`src/rtl/dmem_arbiter.sv`:
```
// Arbitrates one shared data-memory port between a load and a store/AMO requester.
// Optional performance counters are enabled by defining DMEM_ARB_PERF_EN.
module dmem_arbiter (
  input  logic        clk_i,
  input  logic        rst_ni,
  input  logic        ld_req_i,
  input  logic [63:0] ld_addr_i,
  input  logic [1:0]  ld_size_i,
  output logic        ld_ack_o,
  output logic        ld_err_o,
  output logic [63:0] ld_rdata_o,
  input  logic        st_req_i,
  input  logic [63:0] st_addr_i,
  input  logic [1:0]  st_size_i,
  input  logic [63:0] st_wdata_i,
  output logic        st_ack_o,
  output logic        st_err_o,
  output logic [63:0] st_rdata_o,
  output logic        mem_req_o,
  output logic        mem_we_o,
  output logic [63:0] mem_addr_o,
  output logic [1:0]  mem_size_o,
  output logic [63:0] mem_wdata_o,
  input  logic        mem_ack_i,
  input  logic        mem_err_i,
  input  logic [63:0] mem_rdata_i,
  output logic [31:0] perf_ld_cnt_o,
  output logic [31:0] perf_st_cnt_o,
  output logic [31:0] perf_stall_cnt_o
);

  typedef enum logic [1:0] {IDLE, BUSY_LD, BUSY_ST} state_t;

  state_t      state_q, state_d;
  logic [63:0] addr_q, addr_d;
  logic [63:0] wdata_q, wdata_d;
  logic [1:0]  size_q, size_d;
  logic        we_q, we_d;
  logic        grant_ld, grant_st;

  // NOTE: every combinational output gets a default first so no path leaves it unassigned (no latch).
  always_comb begin
    state_d  = state_q;
    addr_d   = addr_q;
    wdata_d  = wdata_q;
    size_d   = size_q;
    we_d     = we_q;
    grant_ld = 1'b0;
    grant_st = 1'b0;

    unique case (state_q)
      IDLE: begin
        if (ld_req_i)      grant_ld = 1'b1;
        else if (st_req_i) grant_st = 1'b1;
      end
      // On ack the other side wins if waiting; the acked side's req is ignored this cycle.
      BUSY_LD: begin
        if (mem_ack_i) begin
          if (st_req_i) grant_st = 1'b1;
          else          state_d  = IDLE;
        end
      end
      BUSY_ST: begin
        if (mem_ack_i) begin
          if (ld_req_i) grant_ld = 1'b1;
          else          state_d  = IDLE;
        end
      end
      default: state_d = IDLE;
    endcase

    if (grant_ld) begin
      state_d = BUSY_LD;
      addr_d  = ld_addr_i;
      size_d  = ld_size_i;
      wdata_d = '0;
      we_d    = 1'b0;
    end else if (grant_st) begin
      state_d = BUSY_ST;
      addr_d  = st_addr_i;
      size_d  = st_size_i;
      wdata_d = st_wdata_i;
      we_d    = 1'b1;
    end
  end

  // NOTE: sequential state uses non-blocking assignments so all flops update from pre-edge values.
  always_ff @(posedge clk_i or negedge rst_ni) begin
    if (!rst_ni) begin
      state_q <= IDLE;
      addr_q  <= '0;
      wdata_q <= '0;
      size_q  <= '0;
      we_q    <= 1'b0;
    end else begin
      state_q <= state_d;
      addr_q  <= addr_d;
      wdata_q <= wdata_d;
      size_q  <= size_d;
      we_q    <= we_d;
    end
  end

  assign mem_req_o   = (state_q != IDLE);
  assign mem_we_o    = we_q;
  assign mem_addr_o  = addr_q;
  assign mem_size_o  = size_q;
  assign mem_wdata_o = wdata_q;

  assign ld_ack_o   = (state_q == BUSY_LD) && mem_ack_i;
  assign ld_err_o   = ld_ack_o && mem_err_i;
  assign ld_rdata_o = mem_rdata_i;
  assign st_ack_o   = (state_q == BUSY_ST) && mem_ack_i;
  assign st_err_o   = st_ack_o && mem_err_i;
  assign st_rdata_o = mem_rdata_i;

`ifdef DMEM_ARB_PERF_EN
  logic [31:0] ld_cnt_q, st_cnt_q, stall_cnt_q;
  logic        stall;

  // A requester stalls when it is neither being served nor being granted this cycle.
  assign stall = (ld_req_i && (state_q != BUSY_LD) && !grant_ld) ||
                 (st_req_i && (state_q != BUSY_ST) && !grant_st);

  always_ff @(posedge clk_i or negedge rst_ni) begin
    if (!rst_ni) begin
      ld_cnt_q    <= '0;
      st_cnt_q    <= '0;
      stall_cnt_q <= '0;
    end else begin
      if (grant_ld && (ld_cnt_q != '1))  ld_cnt_q    <= ld_cnt_q + 32'd1;
      if (grant_st && (st_cnt_q != '1))  st_cnt_q    <= st_cnt_q + 32'd1;
      if (stall && (stall_cnt_q != '1))  stall_cnt_q <= stall_cnt_q + 32'd1;
    end
  end

  assign perf_ld_cnt_o    = ld_cnt_q;
  assign perf_st_cnt_o    = st_cnt_q;
  assign perf_stall_cnt_o = stall_cnt_q;
`else
  assign perf_ld_cnt_o    = '0;
  assign perf_st_cnt_o    = '0;
  assign perf_stall_cnt_o = '0;
`endif

endmodule
```
`config.mk`:
```
export PLATFORM = sky130hd
export DESIGN_NAME = dmem_arbiter
export DESIGN_NICKNAME = d
export VERILOG_FILES = /design/src/rtl/dmem_arbiter.sv
export SDC_FILE = /design/constraint.sdc
export NUM_CORES = 1
export LEC_CHECK = 0
export ABC_AREA = 1
export CAP_MARGIN = 15
export CORE_AREA = 2 2 244 246
export CTS_CLUSTER_DIAMETER = 60
export DETAILED_ROUTE_END_ITERATION = 16
export DIE_AREA = 0 0 246 248
export GPL_TIMING_DRIVEN = 0
export PLACE_DENSITY = 0.4
export SLEW_MARGIN = 20
export SYNTH_ARGS = -nofsm -noshare
export SYNTH_HDL_FRONTEND = slang
export SYNTH_SLANG_ARGS = --single-unit
```
`constraint.sdc`:
```
create_clock -name clk_i -period 1.4 [get_ports clk_i]
set_input_delay 0.21 -clock clk_i [delete_from_list [all_inputs] [get_ports clk_i]]
set_output_delay 0.21 -clock clk_i [all_outputs]
set_load 0.005 [all_outputs]
```
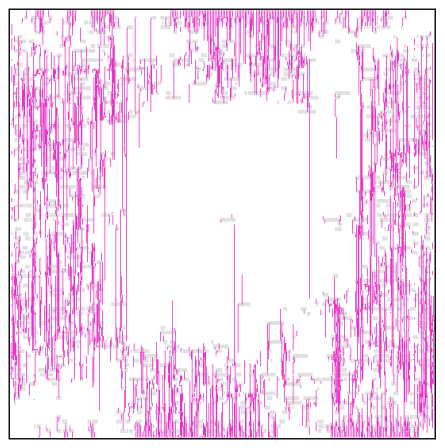
run_1/m2.png
nets with wire on the layer: 1,557
main direction: vertical

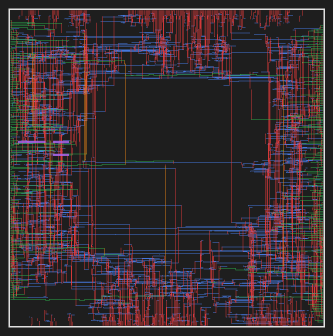
run_1/layers.png
| layer | colour | wire length |
|---|---|---|
| M5 | purple | 42.3 um |
| M2 | red | 20.6 mm |
| M1 | blue | 15,300 um |
| M3 | green | 4,050 um |
| M4 | orange | 782 um |
global-route total usage across every layer: 0.130
WL/cell: 16.8 um
vias post-DR: 8,786
final wirelength: 40,800 um

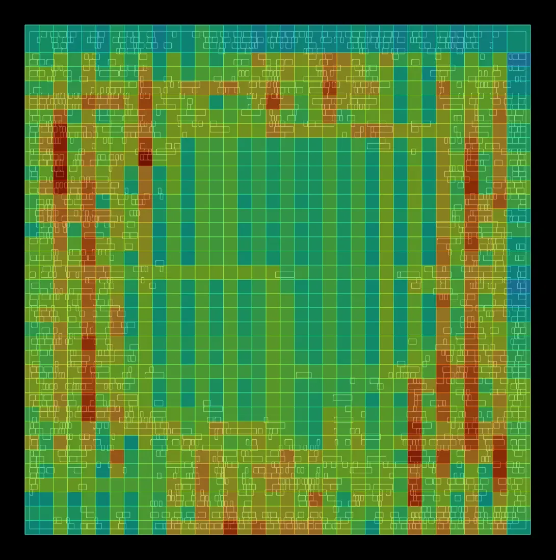
run_1/congestion_map.png
final cell utilization of the core: 0.255
Global Route met1 Usage: 0.138
GR Layer Usage met2: 0.227
most congested layer reported by global routing: met2

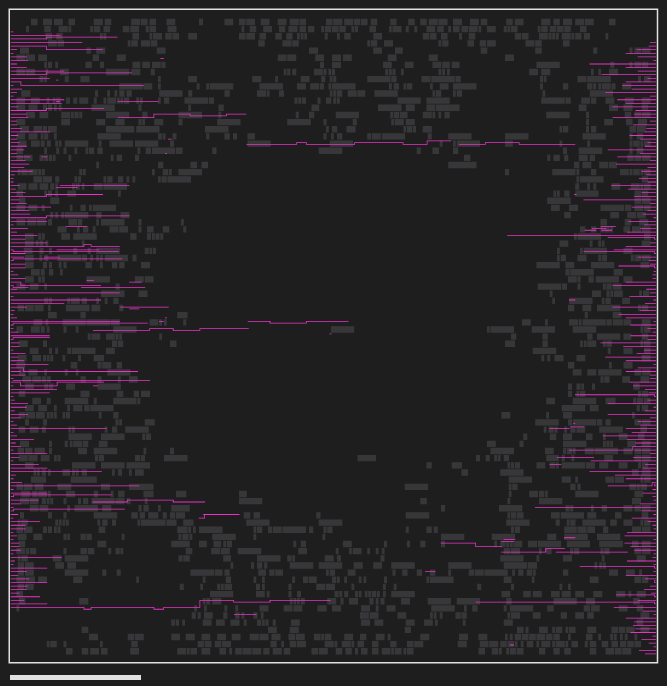
run_1/m3.png
Bar = 50 um.
nets with wire on the layer: 358
longest straight run: 67.9 um

==> results.txt, run 1 <==
Physical design

The run finished, with violations left. The checks that failed: negative setup slack. The power in the clock group stands at 0.00460 W. The cell count listed in synth_stat.txt stands at 1,051.

The final layout net count stands at 1,907. The area of all placed cells without fillers stands at 14,900 sq um. The via count normalized by instance count stands at 3.61. The fraction of cell area in multi-input combinational cells is reported as 0.211. The number of top-level pins stands at 626. The final antenna diode tally reported by the flow is 4. The power dissipated in combinational cells stands at 0.00852 W. The number of cells produced by synthesis stands at 1,051.

The first global-routing pass estimated 57,300 um of wire. Internal power comes to 0.0123 W. Across all hold checks on the routed design, the worst slack comes to 0.253 ns. The share of the core area taken by cells at floorplan is 0.139. The synthesis stat section lists a flop and latch total of 133. The met3 capacity usage during global routing stands at 0.0581.

OpenSTA lists the critical path endpoint as st_ack_o. The final number of setup-violating endpoints stands at 129. The clock input transition at the sequential cells of the worst setup and hold paths stands at 0.06 ns. Per the placement log, port buffering inserted 465 buffers. The post-synth tally of flip-flops with integrated enable stands at 0. The cts-stage hold buffer count stands at 1. Entering global routing, the biggest net connects 75 pins. Setup repair after global routing could not meet its margin everywhere. In the post-route analysis, the smallest setup slack over all paths is -0.277 ns. The power consumed by sequential cells stands at 0.00623 W. For reference, the most critical setup path is categorized as reg -> out. Among all cell classes, the greatest summed area belongs to buffers. The wire length the detailed router placed on met1 stands at 15,300 um. The number of standard-cell rows in the floorplan stands at 89. The chip area line in the Yosys stat output reads 8120 sq um. For reference, the mux area share after synthesis is 0.

The die covers 61,000 sq um. The deepest level of the CTS H-tree stands at 4. The number of global-route vias before repair came to 8,737. Detailed routing placed a total of 20,600 um of wire on met2. The critical path depth in cells stands at 4. The worst setup skew after layout stands at 0.0166 ns. There are 133 flip-flops and latches.

Of the cells placed in the final design, the portion with a size suffix greater than 1 is 0.231. In the final layout, the clock buffer count is 19. The net switching share of the total power stands at 0.366. Recorded from the global router log, the overflow total was 0.

The total of max-cap violations stands at 0. After synthesis, the netlist uses 17 different library cells.
==> inputs of run 2 (changes only) <==
- CTS_CLUSTER_SIZE: unset -> 25
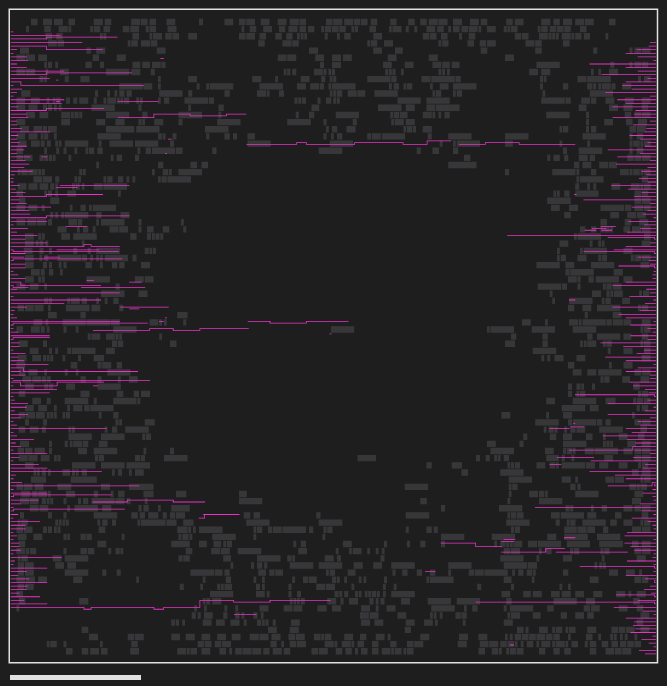
run_2/m3.png
Bar = 50 um.
share of all routed wire: 9.9%
main direction: horizontal
nets with wire on the layer: 358
wire length on this layer: 4,050 um
met3 Resource Use GR: 0.0581

==> results.txt, run 2 <==
Physical design

The detailed router put a total of 15,300 um of wire on met1. The power consumed by sequential cells stands at 0.00623 W. The net switching share of the total power stands at 0.366. The cell count listed in synth_stat.txt stands at 1,051. The met2 wirelength from detailed routing stands at 20,600 um.

The final timing report gives a worst setup slack of -0.277 ns. The count of inserted antenna diode cells stands at 4. The largest net degree at the start of global routing stands at 75. Internal power comes to 0.0123 W.

The run finished, with violations left. The number of global-route vias before repair stands at 8,737. The total overflow left after global routing is 0. The number of buffer cells added on primary ports stands at 465.

The number of top-level pins stands at 626. The count of clock-net buffers in the final layout stands at 19. The biggest slice of the area belongs to buffers. The total via count in the routed design stands at 8,786. At the end of the flow, the number of nets in the layout was 1,907.

The checks that failed: negative setup slack. The flip-flop and latch count after synthesis stands at 133. The final number of setup-violating endpoints stands at 129. The synthesized design contains 0 enable-type register cells.
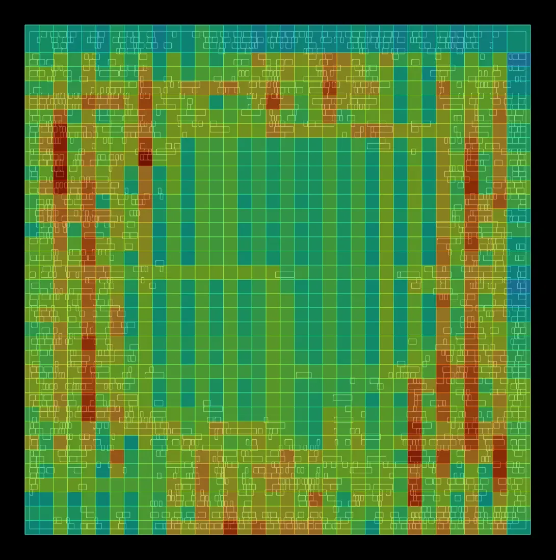
run_2/congestion_map.png

Power is estimated from default activity; no workload was simulated.
